## src/rtl/batch_loader.sv

```systemverilog
// batch_loader: packs a valid/ready sample stream into a parallel batch array.
// It announces each finished batch with a one-cycle input_ready pulse and holds
// the batch stable until the forward stage returns output_taken.
//
// Ports:
//   clk, reset        clock; asynchronous active-low reset
//   in_data/in_valid  streamed signed fixed-point sample
//   in_last           marks the final sample of a batch
//   in_ready          loader accepts a sample this cycle (FILL state)
//   batch             packed batch, entry 0 = first sample
//   num               number of valid entries in batch
//   input_ready       one-cycle "batch available" pulse
//   output_taken      forward stage releases the batch
//   forced            batch was closed by reaching size without in_last
//   state             current FSM state, for debug
module batch_loader #(
    parameter int IL   = 4,
    parameter int FL   = 16,
    parameter int size = 16
) (
    input  logic                        clk,
    input  logic                        reset,
    input  logic signed [IL+FL-1:0]     in_data,
    input  logic                        in_valid,
    input  logic                        in_last,
    output logic                        in_ready,
    output logic signed [IL+FL-1:0]     batch [size],
    output logic [$clog2(size+1)-1:0]   num,
    output logic                        input_ready,
    input  logic                        output_taken,
    output logic                        forced,
    output logic [1:0]                  state
);

    localparam int unsigned IW = $clog2(size);
    localparam int unsigned NW = $clog2(size + 1);
    localparam logic [IW-1:0] LAST_IDX = IW'(size - 1);

    typedef enum logic [1:0] {
        FILL  = 2'b00,
        ISSUE = 2'b01,
        WAIT  = 2'b10
    } state_t;

    state_t        state_q;
    state_t        state_d;
    logic [IW-1:0] idx;
    logic          at_end;
    logic          close;

    assign at_end = (idx == LAST_IDX);
    // A batch closes on the accepting edge of either in_last or the size-th sample.
    assign close  = in_valid && (in_last || at_end);

    // Handshake outputs decode the registered state only.
    assign in_ready    = (state_q == FILL);
    assign input_ready = (state_q == ISSUE);
    assign state       = state_q;

    // State register.
    always_ff @(posedge clk or negedge reset) begin
        if (!reset) begin
            state_q <= FILL;
        end else begin
            state_q <= state_d;
        end
    end

    // Next-state logic; the unused encoding falls back to FILL.
    always_comb begin
        state_d = FILL;
        case (state_q)
            FILL:    state_d = close ? ISSUE : FILL;
            ISSUE:   state_d = WAIT;
            WAIT:    state_d = output_taken ? FILL : WAIT;
            default: state_d = FILL;
        endcase
    end

    // Batch storage, write index, count and forced flag.
    always_ff @(posedge clk or negedge reset) begin
        if (!reset) begin
            for (int i = 0; i < size; i++) batch[i] <= '0;
            num    <= '0;
            idx    <= '0;
            forced <= 1'b0;
        end else begin
            case (state_q)
                FILL: begin
                    if (in_valid) begin
                        batch[idx] <= in_data;
                        if (close) begin
                            // idx is held on close so it never wraps past size-1.
                            num    <= NW'(idx) + NW'(1);
                            forced <= at_end && !in_last;
                        end else begin
                            idx <= idx + IW'(1);
                        end
                    end
                end
                WAIT: begin
                    if (output_taken) begin
                        for (int i = 0; i < size; i++) batch[i] <= '0;
                        num    <= '0;
                        idx    <= '0;
                        forced <= 1'b0;
                    end
                end
                default: ;
            endcase
        end
    end

endmodule

```

## config.mk

```make
export PLATFORM = sky130hd
export DESIGN_NAME = batch_loader
export DESIGN_NICKNAME = d
export VERILOG_FILES = /design/src/rtl/batch_loader.sv
export SDC_FILE = /design/constraint.sdc
export NUM_CORES = 1
export LEC_CHECK = 0
export CORE_AREA = 2 2 116 231
export CTS_BUF_LIST = sky130_fd_sc_hd__clkbuf_4 sky130_fd_sc_hd__clkbuf_8
export CTS_CLUSTER_SIZE = 24
export DETAILED_ROUTE_END_ITERATION = 10
export DIE_AREA = 0 0 118 233
export PLACE_DENSITY = 0.92
export SLEW_MARGIN = 20
export SYNTH_ARGS = -nofsm -noshare
export SYNTH_HDL_FRONTEND = slang
export SYNTH_SLANG_ARGS = --single-unit
```

## constraint.sdc

```tcl
create_clock -name clk -period 2.4 [get_ports clk]
set_clock_uncertainty 0.15 [all_clocks]
set_input_delay 0.48 -clock clk [delete_from_list [all_inputs] [get_ports clk]]
set_output_delay 0.48 -clock clk [all_outputs]
set_load 0.01 [all_outputs]
```

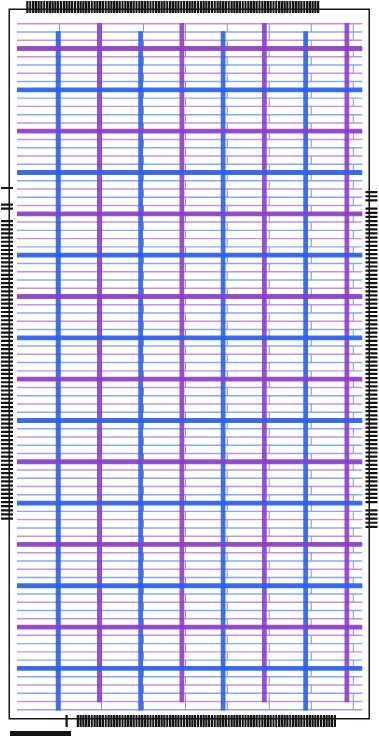
*Power grid*
Scale bar: 20 µm. Pins as bars on the die edge. Tap cells in grey.
Key: purple = VDD; blue = VSS
340 tap cells. 8 straps on met4. The core has 83 rows. 16 straps on met5.
Die H: 233 µm
core box area: 25650 µm²
maximum VDD drop: 0.5818 mV

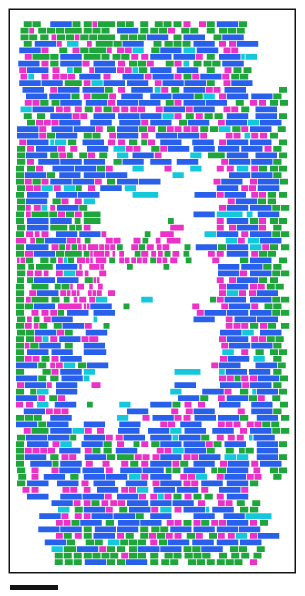
*Placed cells, one colour a class*
Scale bar: 20 µm.
Key: blue = registers [cells 332]; green = remaining buffers and delay cells [cells 419]; magenta = remaining logic cells [cells 420]; cyan = clock drivers and dummy loads [cells 78]
flop share of the area: 47.32%
Core Util, Final: 68.47%
Core Rows: 83
final instance area: 17560 µm²

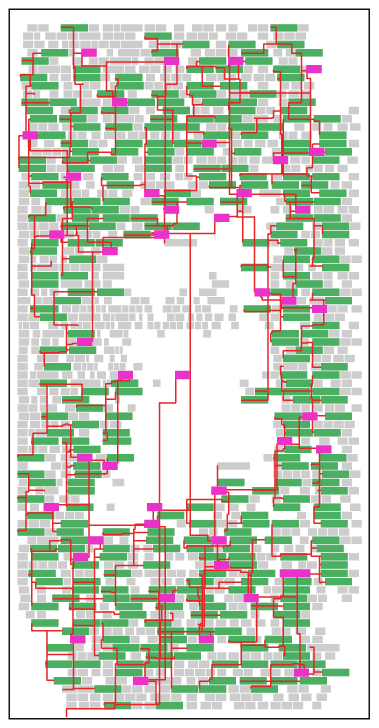
*Clock network drawn from the DEF*
Key: magenta = clock-net drivers [count 45]; red = clock wires [length 3940 µm]; green = flip-flops [count 332]
Position of the flops: all over the die.
Clock net power: 4.77 mW
Clk pwr share: 22.8%
clk_lat worst skew: 0.55 ns

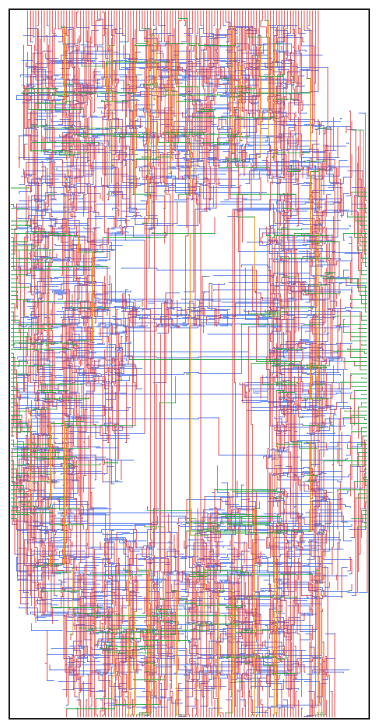
*Signal wires by layer*
Key: green = M3 [wire length 2810 µm]; orange = M4 [wire length 2500 µm]; blue = M1 [wire length 14500 µm]; red = M2 [wire length 23.9 mm]
detailed-route via count: 9811
DR WL/cell: 27.46 µm
final WL: 43.67 mm

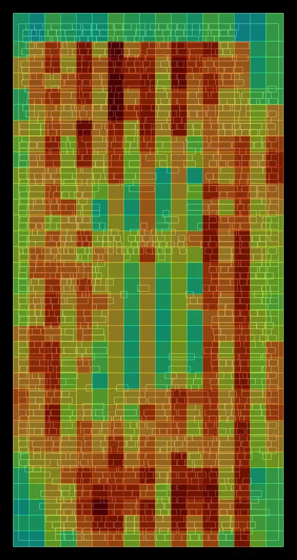
*Routing congestion*
overall routing resource usage: 31.41%
GRT met3 Usage: 4.534%

==> CHANGELOG.md <==
## Flow update

* Status: complete, no violations
* Minimum clock period at ~2.3 ns
* Slowest cell on the critical path: clkdlybuf4s50_1
* Worst-path clk slew at 0.07 ns
* RR Endpoint: batch[275]
* Hold Path Stages at 1
* Crit Path Class: flop to primary output
* Global-route wire length before repair at around 65 mm
* Hold Vio Cnt, Final at 0
* Synth unique cells at 33
* Cell type with the largest total area: dfrtp_1
* Vias/cell at between 6 and 7
* Buffers on Ports at approximately 350
* Congestion Overflow GR at 0
* Uppermost layer routed: met4
* Hold endpoint: batch[187]
* Placed Area at 16530 µm²
* Setup crit start kind: flop
* Remaining antenna violation count at 0
* Worst Path Required at 1.77 ns
* Hold_sp: batch[187]
* Max Clock Freq at between 0.4 and 0.5 GHz
* Seq share, synth at between 60 and 70%
* Max Transition Viols Final at 0
* Grt met2 use at 56.85%
* Kind of end point of the critical path: primary output
* Die X at between 100 and 150 µm
* Max-Cap Viols at 0
* Root Buffer: clkbuf_8
* Post-synthesis cell area at ~12000 µm²
* DP HPWL at 30.44 mm
* Critical path arrival at around 1.7 ns
* Initial core utilization at between 40% and 50%
* Worst r2r path cells at 5
* Slew @ Worst Pin at about 1.1 ns
* Post-Route M1 WL at 14.48 mm
* Worst Hold Class: flop to flop
* Cells after Synth at between 800 and 900
* Critical-path cell list: buf_4, clkdlybuf4s50_1
* R2r setup slk at about 0.12 ns
* Initial DRC count at just over 800
* Top-area cell share at ~67%
* CP max stage delay at about 0.53 ns
* Most used routing layer: met2
* Share of cells above drive strength 1 at 13.37%
* Vias in the first global route at between 10000 and 15000
* WL met2 at 23.87 mm
* CTS Buffer Depth at 3
* PD cells at approximately 1200 nW/µm²
* Clock sinks at around 330
* Final period util at a little over nine tenths
* Final setup fails at 0
* Top cells by area: dfrtp_1 (67%), a22o_1 (23%), buf_4 (1.7%)
* Number of top-level pins at about 360
* Post-route DRC at 0
* Die ar. at 27490 µm²
* Area reported by Yosys stat at ~12000 µm²
* Worst Path Max Fanout at 5
* Reg2Reg Launch Point: idx[0]
* TritonCTS Buffers at 45
* Antenna violations before repair at 1
* Synth Warn # at 0
* Pin count of the biggest net entering global routing at roughly 77
* Worst slew margin at 29.35%
* H-tree depth at 2
* # nets final at about 1200
* Setup TNS at 0 ns
* Tool Warnings at 29
* Flops & latches, synth at around 330
* RSZ-0062 raised after global routing: false
* Pre-Repair DR Iteration Count at 6
* Ys cells at 867
* LEAKAGE at just over 8 nW
* Gpl congestion at about 0.9
* Met1 Track Usage GR at between 30% and 40%
* Synthesized Nets at 896
* Routed met3 length at 2.813 mm
* Syn Area/Cell at 14.35 µm²
* Layout area overhead at 41.12%
* CTS tree: yes
per-stage QoR:
step / setup slack, ns / cells / total power, mW / hold WS (ns)
after floorplan: 0.5224 / 867 / 11.35 / 0.03441
after global placement: 0.08987 / 1510 / 15.84 / 0.3323
after detailed placement: -0.03694 / 1510 / 16.20 / 0.3310
after CTS: 0.06253 / 1589 / 20.99 / 0.3533
after global routing: 0.001678 / 1590 / 21.71 / 0.3640
final: 0.08318 / 1590 / 20.97 / 0.3483
state kept, by name, indices dropped and copies added, names as in the netlist:
signal and cells:
batch 320, forced 1, state 2, idx 4, num 5
power breakdown:
group	internal, mW	leakage, nW	switching (mW)
Sequential	7.22	4.53	1.23
Combinational	4.23	3.04	3.51
Clock	2.67	0.532	2.10
layout by cell type (no fill, tap or decap), drive strengths merged:
cell           instances
clkbuf                67
dlygate4sd3            1
nor4b                  1
bufinv                 4
or2                    1
mux2                   2
diode                  1
and3                   4
nand2                  3
nand3                  2
o31ai                  2
a22o                 323
o41ai                  1
a21oi                  2
nor3b                  1
a41o                   1
mux2i                  1
ha                     4
o21bai                 1
nand2b                 1
dlygate4sd2            2
nor2                   5
nor2b                  5
o21ai                 21
clkdlybuf4s50        351
buf                   65
clkinv                 7
a31oi                  1
and2                  32
dfrtp                332
xor2                   2
inv                    4
critical path: cells and delay by family (launching register included):
family	cells	cell delay, ns
buffers and inverters	2	0.70
flip-flops	1	0.43
kinds of logic after synthesis:
family | synth area share (%)
mux | 0.2614
buf+inv | 5.409
compound gates | 24.31
fa+ha+maj | 0.4022
flops | 66.76
xor+xnor | 0.1408
simple gates | 2.715
how the worst max path moves through the flow:
stage,to,cells past startpoint,slack (ns),startpoint
3_5_place_dp,batch[195],5,-0.04,in_valid
2_1_floorplan,num[3],5,0.52,idx[0]
5_1_grt,batch[147],5,0.002,idx[0]
4_1_cts,state[1],2,0.06,state[1]
6_report,state[1],2,0.08,state[1]
3_3_place_gp,batch[174],5,0.09,in_valid
repair_timing:
| action | CTS | global route |
|---|---|---|
| hold buffers | 1 | 0 |
| buffers inserted | 0 | 0 |
| endpoints found under the setup margin | 4 | 21 |
| resized | 4 | 2 |
| hold endpoints to repair | 61 | 0 |
cells in the mapped netlist (all sizes together):
| cell | n |
|---|---|
| a21oi | 2 |
| a22o | 323 |
| a31oi | 1 |
| a41o | 1 |
| and2 | 32 |
| and3 | 4 |
| buf | 78 |
| clkbuf | 37 |
| dfrtp | 332 |
| ha | 4 |
| inv | 4 |
| mux2 | 2 |
| mux2i | 1 |
| nand2 | 3 |
| nand2b | 1 |
| nand3 | 2 |
| nor2 | 5 |
| nor2b | 5 |
| nor3b | 1 |
| nor4b | 1 |
| o21ai | 21 |
| o21bai | 1 |
| o31ai | 2 |
| o41ai | 1 |
| or2 | 1 |
| xor2 | 2 |
cell type report:
type | instances | area (µm²)
flip-flops and latches | 332 | 8310
fillers | 1690 | 8089
repair buffers | 419 | 4287
multi-input cells | 416 | 3526
clock buffers | 67 | 840.8
well taps | 340 | 425.4
clock inverters | 11 | 155.1
inverters | 4 | 15.01
diodes | 1 | 2.502
Power is estimated from default activity; no workload was simulated.
